==> run_1/class_map.png <==
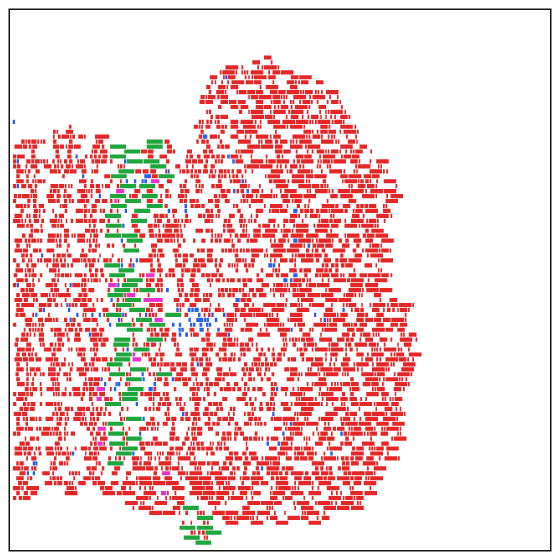
==> run_1/clock_wires.png <==
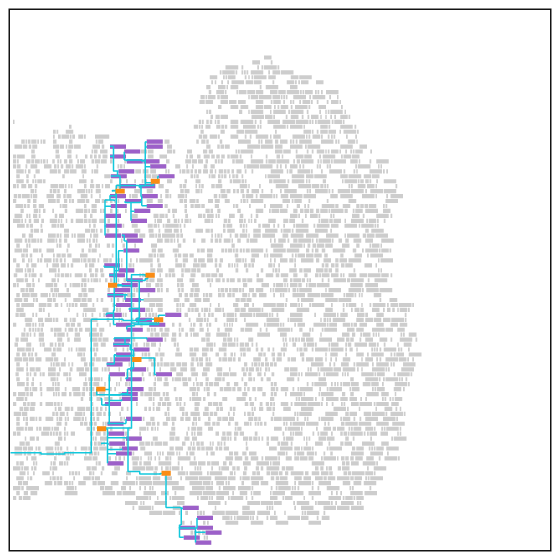
==> run_1/ff_map.png <==
Bar = 100 um. Other sequential cells in the stronger grey, the rest of the logic in the fainter grey.
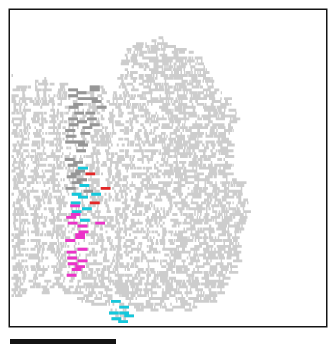
==> run_1/clock_nets.png <==
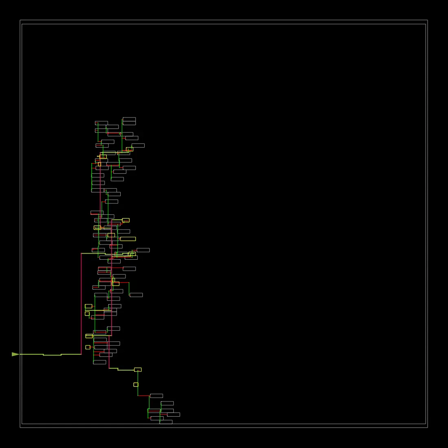
`src/rtl/ch_avg_n.sv`:
```
// Complex channel-estimate averager: 2-stage sum/scale pipeline with valid/ready.
// Optional sticky saturation flag enabled by CH_AVG_SAT_FLAG_EN.
module ch_avg_n #(
  parameter int IN_W   = 16,
  parameter int OUT_W  = 16,
  parameter int NUM_IN = 4,
  parameter int COEF_W = 16,
  parameter int CNT_W  = $clog2(NUM_IN+1)
) (
  input  logic                     clk,
  input  logic                     rst,
  input  logic [IN_W*NUM_IN-1:0]   in_i,
  input  logic [IN_W*NUM_IN-1:0]   in_q,
  input  logic [CNT_W-1:0]         in_cnt,
  input  logic                     in_vld,
  output logic                     in_rdy,
  output logic [OUT_W-1:0]         out_i,
  output logic [OUT_W-1:0]         out_q,
  output logic                     out_vld,
`ifdef CH_AVG_SAT_FLAG_EN
  output logic                     sat_flag,
  input  logic                     sat_clr,
`endif
  input  logic                     out_rdy
);

  localparam int SW = IN_W + $clog2(NUM_IN);
  localparam int PW = SW + COEF_W + 2;
  localparam int D  = COEF_W + IN_W - OUT_W;

  localparam logic signed [PW-1:0] MAXV =
    PW'((longint'(1) << (OUT_W-1)) - 1);
  localparam logic signed [PW-1:0] MINV = -MAXV - 1;

  function automatic logic [COEF_W:0] recip(input int n);
    longint unsigned num;
    num = (longint'(1) << COEF_W) + longint'(n / 2);
    return (COEF_W+1)'(num / longint'(n));
  endfunction

  function automatic logic signed [PW-1:0] scale(
    input logic signed [SW-1:0] s,
    input logic                 p2,
    input logic [1:0]           sh,
    input logic [COEF_W:0]      r
  );
    logic signed [PW-1:0] x;
    if (p2)
      x = (PW'(s) <<< COEF_W) >>> sh;
    else
      x = PW'(s) * $signed(PW'(r));
    x = x + (PW'(1) <<< (D-1));
    return x >>> D;
  endfunction

  function automatic logic [OUT_W-1:0] clamp(
    input logic signed [PW-1:0] y
  );
    if (y > MAXV)      return MAXV[OUT_W-1:0];
    else if (y < MINV) return MINV[OUT_W-1:0];
    else               return y[OUT_W-1:0];
  endfunction

  logic                    en;
  logic [CNT_W-1:0]        eff;
  logic signed [SW-1:0]    sum_i;
  logic signed [SW-1:0]    sum_q;

  logic                    v1;
  logic [CNT_W-1:0]        c1;
  logic signed [SW-1:0]    s1_i;
  logic signed [SW-1:0]    s1_q;

  logic                    p2;
  logic [1:0]              sh;
  logic [COEF_W:0]         r;
  logic signed [PW-1:0]    y_i;
  logic signed [PW-1:0]    y_q;

  assign en     = !out_vld || out_rdy;
  assign in_rdy = en;

  always_comb begin
    eff   = (in_cnt > CNT_W'(NUM_IN)) ? CNT_W'(NUM_IN) : in_cnt;
    sum_i = '0;
    sum_q = '0;
    for (int k = 0; k < NUM_IN; k++) begin
      if (CNT_W'(k) < eff) begin
        sum_i = sum_i + SW'($signed(in_i[k*IN_W +: IN_W]));
        sum_q = sum_q + SW'($signed(in_q[k*IN_W +: IN_W]));
      end
    end
  end

  always_ff @(posedge clk or negedge rst) begin
    if (!rst) begin
      v1   <= 1'b0;
      c1   <= '0;
      s1_i <= '0;
      s1_q <= '0;
    end else if (en) begin
      v1 <= in_vld;
      if (in_vld) begin
        c1   <= eff;
        s1_i <= sum_i;
        s1_q <= sum_q;
      end
    end
  end

  // counts of 0 take the shift path; their sum is already zero
  always_comb begin
    p2 = ((c1 & (c1 - CNT_W'(1))) == '0);
    sh = '0;
    r  = '0;
    for (int b = 1; b < 4; b++) begin
      if (c1 == CNT_W'(1 << b)) sh = 2'(b);
    end
    for (int n = 1; n <= NUM_IN; n++) begin
      if (c1 == CNT_W'(n)) r = recip(n);
    end
    y_i = scale(s1_i, p2, sh, r);
    y_q = scale(s1_q, p2, sh, r);
  end

  always_ff @(posedge clk or negedge rst) begin
    if (!rst) begin
      out_vld <= 1'b0;
      out_i   <= '0;
      out_q   <= '0;
    end else if (en) begin
      out_vld <= v1;
      if (v1) begin
        out_i <= clamp(y_i);
        out_q <= clamp(y_q);
      end
    end
  end

`ifdef CH_AVG_SAT_FLAG_EN
  logic clip;

  assign clip = (y_i > MAXV) || (y_i < MINV) ||
                (y_q > MAXV) || (y_q < MINV);

  always_ff @(posedge clk or negedge rst) begin
    if (!rst)                  sat_flag <= 1'b0;
    else if (en && v1 && clip) sat_flag <= 1'b1;
    else if (sat_clr)          sat_flag <= 1'b0;
  end
`endif

endmodule

```
`config.mk`:
```
export PLATFORM = sky130hd
export DESIGN_NAME = ch_avg_n
export DESIGN_NICKNAME = d
export VERILOG_FILES = /design/src/rtl/ch_avg_n.sv
export SDC_FILE = /design/constraint.sdc
export NUM_CORES = 1
export LEC_CHECK = 0
export CORE_UTILIZATION = 30
export CTS_BUF_LIST = sky130_fd_sc_hd__clkbuf_4 sky130_fd_sc_hd__clkbuf_8
export DETAILED_ROUTE_END_ITERATION = 12
export DONT_BUFFER_PORTS = 1
export GPL_TIMING_DRIVEN = 0
export SYNTH_ARGS = -nofsm -noshare
export SYNTH_HDL_FRONTEND = slang
export SYNTH_SLANG_ARGS = --single-unit
```
`constraint.sdc`:
```
create_clock -name clk -period 10.39 [get_ports clk]
set_clock_uncertainty 0.1 [all_clocks]
set_input_delay 1.039 -clock clk [delete_from_list [all_inputs] [get_ports clk]]
set_output_delay 1.039 -clock clk [all_outputs]
set_load 0.02 [all_outputs]
```
==> impl_metrics.csv, run 1 <==
group,metric,value,unit
placement,numPortBuffers,0,
floorplanning,fp_util,30.5,%
global_route,grt_overflow,0,
final_timing,max_freq,0.0999,GHz
placement,dp_slack,-592,ps
clock_tree,cts_root_buffer,"clkbuf_8",
clock_tree,cts_tree,"done",
final_layout,drive_above_1_share,4.85,%
logic_synthesis,syn_avg_cell_area,8.18,sq um
power_and_ir_drop,power_leader,"combinational cells",
final_layout,antennaDiodeCount,3,
clock_tree,ctsHoldBuffers,0,
status,status,"complete, no violations",
global_route,grt_pass1_wl,125000,um
final_layout,area_growth,6.92,%
power_and_ir_drop,p_seq,0.000716,W
power_and_ir_drop,switching_share,56.5,%
power_and_ir_drop,ir_drop,0.0759,mV
routing,vias,21700,
clock_tree,cts_buffer_depth,2,
placement,dp_hpwl,68700,um
final_layout,final_cell_mix,"621 x inv_1, 416 x ha_1, 300 x fa_1",
logic_synthesis,ys_cells,3187,
final_layout,combGateArea,21500,sq um
critical_path,r2r_slack,380,ps
logic_synthesis,edf_count,0,
critical_path,startpoint_type,"flip-flop",
critical_path,regToRegEndpoint,"out_i[7]",
power_and_ir_drop,p_clk_share,5.7,%
logic_synthesis,yosys_area,26100,sq um
clock_tree,ctsResizeCount,8,
final_layout,largest_cell_class,"logic gates",
final_layout,layout_top_cell,"inv_1",
final_layout,finalNonFillerCells,4364,
power_and_ir_drop,leakagePower,13.4,nW
final_timing,rsz0062_at_grt,"false",
routing,totalWireLength,79600,um
logic_synthesis,synthArstFlopShare,100,%
logic_synthesis,mux_share,2.71,%
global_route,grt_util_met3,4.93,%
hold_path,hold_path_class,"primary input to async pin",
global_route,busiest_layer,"met2",
logic_synthesis,ys_types,97,
logic_synthesis,ys_seq_share,7.01,%
logic_synthesis,top_cells_by_count,"623 x inv_1, 416 x ha_1, 300 x fa_1",
final_layout,nets,4063,
flow_run,cap_violations,0,
logic_synthesis,ys_sh_aoi,15.7,%
-- class_map.png (at the start) --
blue -> remaining buffers and delay cells  # cells 118, share of their area 2.1%
green -> registers  # cells 73, share of their area 6.9%
magenta -> clock drivers and dummy loads  # cells 16, share of their area 0.77%
red -> remaining logic cells  # cells 3010, share of their area 90%

-- clock_wires.png (at the start) --
purple -> flip-flops  # count 73
orange -> clock-net drivers  # count 9
cyan -> clock wires  # length 1110 um
routed clock nets = 10

-- ff_map.png (at the start) --
red -> c1  # flops 3
cyan -> out_i  # flops 16
magenta -> s1_i  # flops 18, where lower left

-- clock_nets.png (at the start) --
Clock group: 0.000234 W
flip-flops: 73
worst skew pair latency: 380 ps
clock buffers: 10

==> run_1/sizing.png <==
Bar = 100 um.
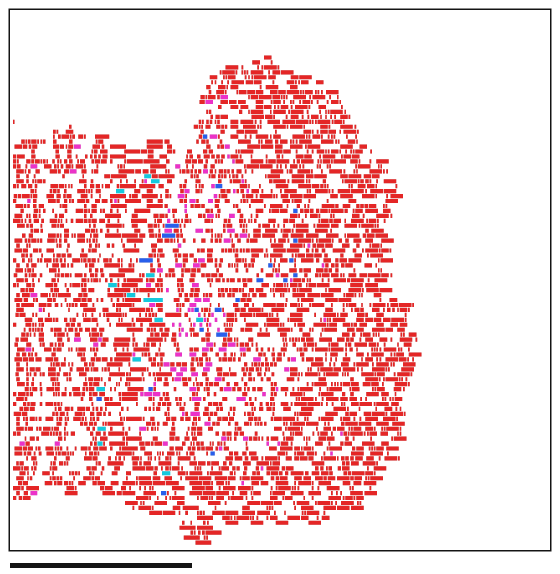

==> run 1 -> run 2 <==
--- a/config.mk
+++ b/config.mk
@@ -5,10 +5,11 @@
 export SDC_FILE = /design/constraint.sdc
 export NUM_CORES = 1
 export LEC_CHECK = 0
-export CORE_UTILIZATION = 30
+export CORE_UTILIZATION = 50
 export CTS_BUF_LIST = sky130_fd_sc_hd__clkbuf_4 sky130_fd_sc_hd__clkbuf_8
 export DETAILED_ROUTE_END_ITERATION = 12
 export DONT_BUFFER_PORTS = 1
+export GPL_ROUTABILITY_DRIVEN = 0
 export GPL_TIMING_DRIVEN = 0
 export SYNTH_ARGS = -nofsm -noshare
 export SYNTH_HDL_FRONTEND = slang
==> run_2/sizing.png <==
Bar = 50 um.
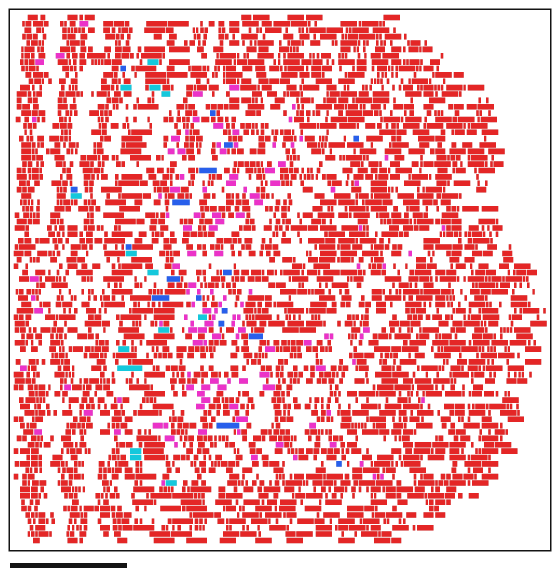
magenta -> x2  # cells 125
cyan -> x6 and larger  # cells 14
red -> x1 and smaller  # cells 3057
blue -> x3 and x4  # cells 17

==> run 2 against run 1 <==
Net effect: wire length is 1.7% higher; maximum frequency down 0.67%; non-clock buffer count shrank 3; sequential power fell by 2%; sequential share of layout area rose by 0.14 points; synthesized cell count did not move; worst hold slack improved by 4.8 ps; register-to-register slack got worse by 70 ps; setup slack worse by 67 ps; synthesized area did not move; via count rose by 3.0%.
==> impl_metrics.csv, run 2 <==
group,metric,value,unit
logic_synthesis,ys_sh_aoi,15.7,%
power_and_ir_drop,ir_drop,0.0714,mV
logic_synthesis,top_cells_by_count,"623 x inv_1, 416 x ha_1, 300 x fa_1",
clock_tree,ctsHoldBuffers,0,
power_and_ir_drop,leakagePower,13.4,nW
clock_tree,cts_buffer_depth,2,
final_layout,antennaDiodeCount,3,
clock_tree,clock_latency,380,ps
placement,numPortBuffers,0,
final_timing,max_freq,0.0993,GHz
placement,dp_hpwl,69700,um
logic_synthesis,ys_types,97,
global_route,grt_pass1_wl,129000,um
clock_tree,cts_tree,"done",
logic_synthesis,mux_share,2.71,%
final_layout,finalNonFillerCells,3896,
status,status,"complete, no violations",
routing,totalWireLength,81000,um
final_layout,area_growth,4.69,%
clock_tree,cts_root_buffer,"clkbuf_8",
power_and_ir_drop,power_clock,0.000235,W
power_and_ir_drop,p_seq,0.000700,W
logic_synthesis,edf_count,0,
final_layout,clkbuf_count,12,
global_route,grt_overflow,0,
clock_tree,ctsResizeCount,12,
critical_path,regToRegEndpoint,"out_i[5]",
hold_path,hold_path_class,"primary input to async pin",
final_layout,drive_above_1_share,4.86,%
power_and_ir_drop,power_leader,"combinational cells",
global_route,busiest_layer,"met2",
final_layout,combGateArea,21500,sq um
final_layout,nets,4059,
power_and_ir_drop,p_clk_share,5.7,%
placement,dp_slack,-729,ps
final_layout,layout_top_cell,"inv_1",
logic_synthesis,syn_avg_cell_area,8.18,sq um
power_and_ir_drop,switching_share,56.8,%
Power is estimated from default activity; no workload was simulated.
